**Run 1: supply network**

Drawn at 4 px/µm. Pins as bars on the die edge. Tap cells in grey.
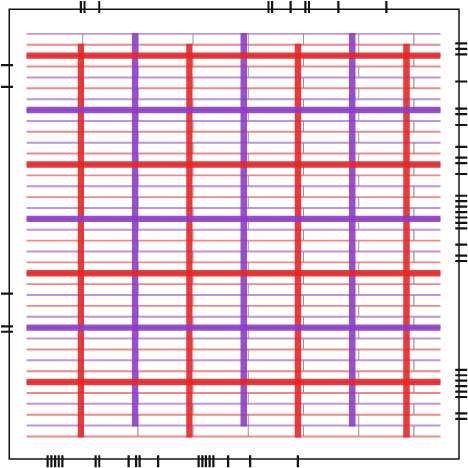
**Run 1: placed cells, one colour a class**

Drawn at 4 px/µm. Fill, decap, tap and diode cells in grey.
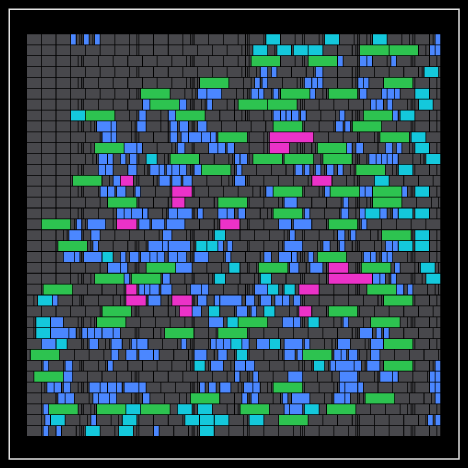
**Run 1: clock network drawn from the DEF**

Drawn at 3 px/µm.
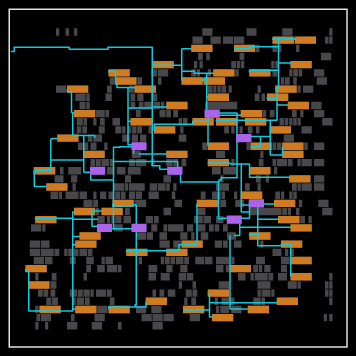
### src/rtl/acq_trk_handoff_pkg.sv
// Shared definitions for the B1 acquisition-to-tracking handoff path.
// Default widths are also used by the acquisition and PRN generator blocks.
package acq_trk_handoff_pkg;

  localparam int ACC_WIDTH_DEF     = 32;
  localparam int PRN_PHS_WIDTH_DEF = 12;

  typedef enum logic [2:0] {
    ST_IDLE     = 3'd0,
    ST_WAIT_EOP = 3'd1,
    ST_SETTLE   = 3'd2,
    ST_TRACK    = 3'd3,
    ST_REACQ    = 3'd4
  } state_t;

endpackage

### src/rtl/acq_trk_handoff_epoch_cnt.sv
// Epoch counter with clear, epoch-qualified increment and a terminal-count flag.
// The tc flag is valid in the same cycle as the TERM-th qualified epoch.
module acq_trk_handoff_epoch_cnt #(
  parameter int TERM = 10,
  localparam int CW  = $clog2(TERM + 1)
) (
  input  logic rx_clk,
  input  logic rx_rst,
  input  logic clr,
  input  logic en,
  input  logic rx_trk_eop,
  output logic tc
);

  logic [CW-1:0] cnt;
  logic          inc;

  assign inc = en & rx_trk_eop;
  assign tc  = inc && (cnt == CW'(TERM - 1));

  always_ff @(posedge rx_clk) begin
    if (rx_rst) begin
      cnt <= '0;
    end else if (clr) begin
      cnt <= '0;
    end else if (inc) begin
      cnt <= cnt + 1'b1;
    end
  end

endmodule

### src/rtl/acq_trk_handoff.sv
// Acquisition-to-tracking handoff controller: captures the acquired code phase,
// loads it into tracking on an epoch boundary and restarts acquisition on loss of lock.
module acq_trk_handoff
  import acq_trk_handoff_pkg::*;
#(
  parameter int ACC_WIDTH     = ACC_WIDTH_DEF,
  parameter int PRN_PHS_WIDTH = PRN_PHS_WIDTH_DEF,
  parameter int PHS_OFS       = 0,
  parameter int SETTLE_MS     = 10,
  parameter int LOSS_MS       = 50,
  parameter int EOP_TMO       = 262143,
  parameter int ACQ_RST_CYC   = 4
) (
  input  logic                     rx_clk,
  input  logic                     rx_rst,
  input  logic                     rx_acq_suc,
  input  logic [PRN_PHS_WIDTH-1:0] rx_acq_phs,
  input  logic                     rx_trk_eop,
  input  logic                     rx_lock_ind,
  output logic [ACC_WIDTH-1:0]     tx_init_phs,
  output logic                     tx_init_vld,
  output logic                     tx_trk_en,
  output logic                     tx_acq_rst,
  output logic [2:0]               tx_state,
  output logic [7:0]               tx_reacq_cnt
);

  localparam int TW = $clog2(EOP_TMO + 1);
  localparam int RW = $clog2(ACQ_RST_CYC + 1);

  state_t                   state;
  logic [PRN_PHS_WIDTH-1:0] phs_cap;
  logic [TW-1:0]            tmo;
  logic [RW-1:0]            rst_cnt;
  logic                     settle_tc;
  logic                     miss_tc;
  logic                     tmo_hit;
  logic                     go_reacq;

  assign tx_state = state;
  assign tmo_hit  = (tmo == TW'(EOP_TMO - 1));
  // An epoch arriving on the timeout cycle takes priority over the timeout.
  assign go_reacq = ((state == ST_WAIT_EOP) && !rx_trk_eop && tmo_hit) ||
                    ((state == ST_TRACK) && miss_tc);

  acq_trk_handoff_epoch_cnt #(.TERM(SETTLE_MS)) u_settle_cnt (
    .rx_clk     (rx_clk),
    .rx_rst     (rx_rst),
    .clr        ((state == ST_WAIT_EOP) && rx_trk_eop),
    .en         (state == ST_SETTLE),
    .rx_trk_eop (rx_trk_eop),
    .tc         (settle_tc)
  );

  acq_trk_handoff_epoch_cnt #(.TERM(LOSS_MS)) u_miss_cnt (
    .rx_clk     (rx_clk),
    .rx_rst     (rx_rst),
    .clr        (((state == ST_SETTLE) && settle_tc) ||
                 ((state == ST_TRACK) && rx_trk_eop && rx_lock_ind)),
    .en         ((state == ST_TRACK) && !rx_lock_ind),
    .rx_trk_eop (rx_trk_eop),
    .tc         (miss_tc)
  );

  always_ff @(posedge rx_clk) begin
    if (rx_rst) begin
      state        <= ST_IDLE;
      phs_cap      <= '0;
      tmo          <= '0;
      rst_cnt      <= '0;
      tx_init_phs  <= '0;
      tx_init_vld  <= 1'b0;
      tx_trk_en    <= 1'b0;
      tx_acq_rst   <= 1'b0;
      tx_reacq_cnt <= '0;
    end else begin
      tx_init_vld <= 1'b0;
      case (state)
        ST_IDLE: begin
          tx_trk_en  <= 1'b0;
          tx_acq_rst <= 1'b0;
          if (rx_acq_suc) begin
            phs_cap <= rx_acq_phs + PRN_PHS_WIDTH'(PHS_OFS);
            tmo     <= '0;
            state   <= ST_WAIT_EOP;
          end
        end
        ST_WAIT_EOP: begin
          if (rx_trk_eop) begin
            tx_init_phs <= {phs_cap, {(ACC_WIDTH - PRN_PHS_WIDTH){1'b0}}};
            tx_init_vld <= 1'b1;
            tx_trk_en   <= 1'b1;
            state       <= ST_SETTLE;
          end else if (!tmo_hit) begin
            tmo <= tmo + 1'b1;
          end
        end
        ST_SETTLE: begin
          if (settle_tc) begin
            state <= ST_TRACK;
          end
        end
        ST_TRACK: begin
        end
        ST_REACQ: begin
          if (rst_cnt == RW'(ACQ_RST_CYC - 1)) begin
            tx_acq_rst <= 1'b0;
            state      <= ST_IDLE;
          end else begin
            rst_cnt <= rst_cnt + 1'b1;
          end
        end
        default: begin
          tx_trk_en  <= 1'b0;
          tx_acq_rst <= 1'b0;
          state      <= ST_IDLE;
        end
      endcase

      if (go_reacq) begin
        state      <= ST_REACQ;
        tx_trk_en  <= 1'b0;
        tx_acq_rst <= 1'b1;
        rst_cnt    <= '0;
        if (tx_reacq_cnt != 8'hFF) begin
          tx_reacq_cnt <= tx_reacq_cnt + 1'b1;
        end
      end
    end
  end

endmodule

### config.mk
export PLATFORM = sky130hd
export DESIGN_NAME = acq_trk_handoff
export DESIGN_NICKNAME = d
export VERILOG_FILES = /design/src/rtl/acq_trk_handoff_pkg.sv /design/src/rtl/acq_trk_handoff_epoch_cnt.sv /design/src/rtl/acq_trk_handoff.sv
export SDC_FILE = /design/constraint.sdc
export NUM_CORES = 1
export LEC_CHECK = 0
export CORE_MARGIN = 4
export CORE_UTILIZATION = 30
export DETAILED_ROUTE_END_ITERATION = 10
export PLACE_DENSITY_LB_ADDON = 0.08
export REMOVE_ABC_BUFFERS = 1
export SYNTH_ARGS = -nofsm -noshare
export SYNTH_HDL_FRONTEND = slang
export SYNTH_SLANG_ARGS = --single-unit
### constraint.sdc
create_clock -name rx_clk -period 2.7 [get_ports rx_clk]
set_clock_uncertainty 0.05 [all_clocks]
set_input_delay 0.54 -clock rx_clk [delete_from_list [all_inputs] [get_ports rx_clk]]
set_output_delay 0.54 -clock rx_clk [all_outputs]
set_load 0.01 [all_outputs]
==> run summary, run 1 <==
post-detailed-placement half-perimeter wirelength: 5440 µm
Final Non-Filler Cells: 592
Clock Tree Root: clkbuf_8
worst hold stages: 2
placed cell area: 3840 µm²
first-pass GRT wire length: 12800 µm
Largest Register: tmo
worst hold-check path type: flip-flop to flip-flop
Final clock-cell share: 5.57%
Highest Clock Rate: 422 MHz
Logic pwr share: 8.6%
combinational power: 0.000192 W
Post-Syn Instances: 396
max-slew violations: 0
area leader, netlist: dfxtp_1
outcome: finished clean
CP cell instances: clkdlybuf4s50_1, nand4b_1, or4_1, o32a_1, or4_1, a21oi_1
CLK BUF: 9
Setup Buffers After CTS: 0
vias in the first global route: 2545
CP dominant cell by count: or4_1
Non-clk bufs: 62
max_cap viols: 0
CP top delay family: simple AND/OR/NAND/NOR gates
R2R Path End: tx_reacq_cnt[7]
yosys warns: 0
Final Power: 0.00223 W
Post-DRT Antenna Nets: 0
Worst Setup End Kind: flip-flop
ys cells: 396
Synth flops: 69
DR vias/cell: 4.80
All-Layer GR Usage: 12.3%
cell count after placement: 576
actual slew at the worst max-slew pin: 0.582 ns
Place WS: -0.0341 ns
Max-slew headroom: 60.9%
YS chip area: 3250 µm²
worst skew pair latency: 0.35 ns
Max stage delay on crit path: 0.54 ns
CP Launch Point: rx_trk_eop
smallest hold slack: 0.398 ns
ao+oa area frac: 15.5%
tool warnings: 28
Multi-input gate area: 1680 µm²
fillcell total: 1107
Back to the opening pictures, 'supply network':
Key: red = VSS; purple = VDD
136 tap cells. The core has 37 rows. 7 straps on met4. 38 met1 rails follow the rows. 7 straps on met5.
Die W: 112 µm
maximum VDD drop: 0.277 mV
core area: 10400 µm²
Die Ht: 112 µm

Back to the opening pictures, 'placed cells, one colour a class':
Key: magenta = clock drivers and dummy loads [cells 16, share of their area 5.8%]; green = sequential cells [cells 69, share of their area 35%]; cyan = remaining buffers and delay cells [cells 62, share of their area 15%]; blue = remaining logic cells [cells 309, share of their area 44%]

Back to the opening pictures, 'clock network drawn from the DEF':
Key: purple = clock-net drivers [count 9]; orange = flip-flops [count 69]; cyan = clock wires [length 1040 µm]
There are 10 routed clock nets. Position of the flops: all over the die.

-- run 1: metal layers --
layer  track usage (%)  share of wire, %  vias up  routed length (µm)
li1                  -                 -     1459                   -
met1              16.5                49     1316                3830
met2              19.2                45       59                3490
met3              3.23               4.6       10                 359
met4              4.01               1.5        0                 114
met5                 0                 0        -                   0
-- run 1: Yosys cell counts (5+ instances only) --
master / instances
ha_1: 9
clkbuf_1: 11
nand4_1: 7
o21ai_0: 14
a211oi_1: 5
inv_1: 9
nand3_1: 11
nor2_1: 29
dfxtp_1: 69
and3_1: 5
nand2_1: 69
xnor2_1: 7
nor3_1: 11
or4_1: 5
o31ai_1: 6
buf_4: 21
a21oi_1: 46
or3_1: 12
xor2_1: 5
==> run 2, diff against run 1 <==
--- a/config.mk
+++ b/config.mk
@@ -6,7 +6,7 @@
 export NUM_CORES = 1
 export LEC_CHECK = 0
 export CORE_MARGIN = 4
-export CORE_UTILIZATION = 30
+export CORE_UTILIZATION = 52
 export DETAILED_ROUTE_END_ITERATION = 10
 export PLACE_DENSITY_LB_ADDON = 0.08
 export REMOVE_ABC_BUFFERS = 1
==> run 2 against run 1 <==
Effect of this change:
- final cell count is 11% lower
- via count is 0.56% higher
- largest power group unchanged
- non-clock buffer count is 2 lower
- core utilization is 27 points higher
- global-route usage is 7.6 points higher
- worst hold slack better by 0.0063 ns
- clock power is 0.8% lower
- power is 0.65% lower
- area after synthesis stayed put
- highest routed layer unchanged
==> run summary, run 2 <==
Worst Setup End Kind: flip-flop
outcome: finished clean
post-detailed-placement half-perimeter wirelength: 5060 µm (-7.0%)
placed cell area: 3750 µm² (-2.4%)
core area: 5990 µm² (-42%)
Logic pwr share: 8.4% (-0.2 points)
Highest Clock Rate: 420 MHz (-0.61%)
max-slew violations: 0 (unchanged)
ys cells: 396 (unchanged)
Max-slew headroom: 63.2% (+2.3 points)
Largest Register: tmo
worst hold stages: 2 (unchanged)
actual slew at the worst max-slew pin: 0.548 ns (-0.0330 ns)
Final Non-Filler Cells: 529 (-11%)
Die Ht: 87.0 µm (-22%)
CP cell instances: clkdlybuf4s50_1, or4b_1, nand3_2, o211ai_2, or4_1, a21oi_1
global route hottest layer: met2
R2R Path End: tx_reacq_cnt[5]
Met2 Routed Length: 3480 µm (-0.34%)
cell count after placement: 513 (-11%)
list of most frequent post-synthesis cells: dfxtp_1 (69), nand2_1 (69), a21oi_1 (46)
DR vias/cell: 5.41 (+13%)
YS chip area: 3250 µm² (unchanged)
Place WS: -0.0403 ns (-0.00615 ns)
worst hold-check path type: flip-flop to flip-flop
fillcell total: 521 (-53%)
Post-DRT Antenna Nets: 0 (unchanged)
Die W: 87.0 µm (-22%)
CP top delay family: simple AND/OR/NAND/NOR gates
Final Power: 0.00221 W (-0.65%)
CP Launch Point: rx_acq_suc
first-pass GRT wire length: 12200 µm (-4.8%)
uppermost layer routed: met4
met2 Use GR: 31.9% (+13 points)
area leader, netlist: dfxtp_1
yosys warns: 0 (unchanged)
Synth flops: 69 (unchanged)
tool warnings: 28 (unchanged)
vias in the first global route: 2567 (+0.86%)
met3 wire length: 360 µm (+0.28%)
smallest hold slack: 0.404 ns (+0.00633 ns)
combinational power: 0.000185 W (-4%)
-- run 2: cell counts after synthesis --
No cell type changed its count.
-- run 2: logic make-up (layout without fill, tap and decap cells) --
group	after synthesis	in the layout	share of synthesized area, %
other cells	1	20	0.115
xor+xnor	12	12	3.24
flops	69	69	42.5
mux	4	4	1.23
compound gates	84	84	15.5
fa+ha+maj	9	9	3.47
simple gates	171	171	25.8
buf+inv	46	85	8.09
-- run 2: tightest hold or removal path, stage by stage, from the launching register on --
cell,delay (ns)
dfxtp_1,0.31
nand2_1,0.05
a21oi_1,0.05
-- run 2: layout make-up --
class	count	area [µm²]	area share (%)
clock inverters	6	93.8	2.36
repair buffers	60	556	14.0
well taps	75	93.8	2.36
multi-input cells	300	1680	42.3
clock buffers	10	138	3.46
inverters	9	33.8	0.849
flip-flops and latches	69	1380	34.7
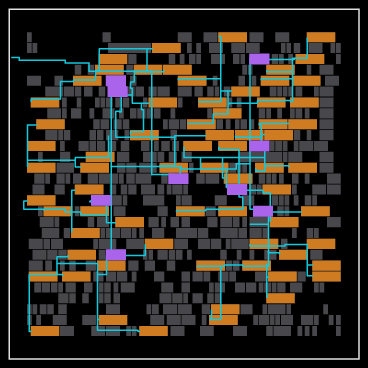
**Above:** run 2 (clock network drawn from the DEF).
Drawn at 4 px/µm.
Key: purple = clock-net drivers [count 9]; cyan = clock wires [length 858 µm]; orange = flip-flops [count 69]
There are 10 routed clock nets.

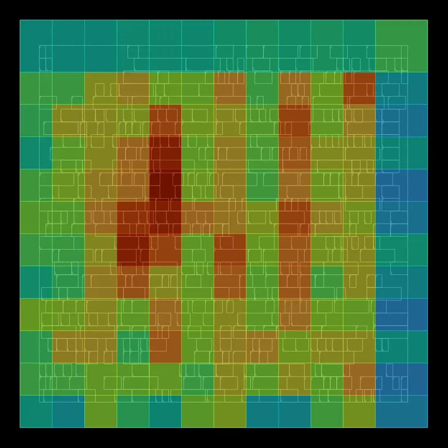
**Above:** run 2 (routing congestion map).
Util after Layout: 66.4%
routing usage on met1: 26.7%
met3 usage: 3.60%
Routed wire per std cell: 13.5 µm

Power is estimated from default activity; no workload was simulated.
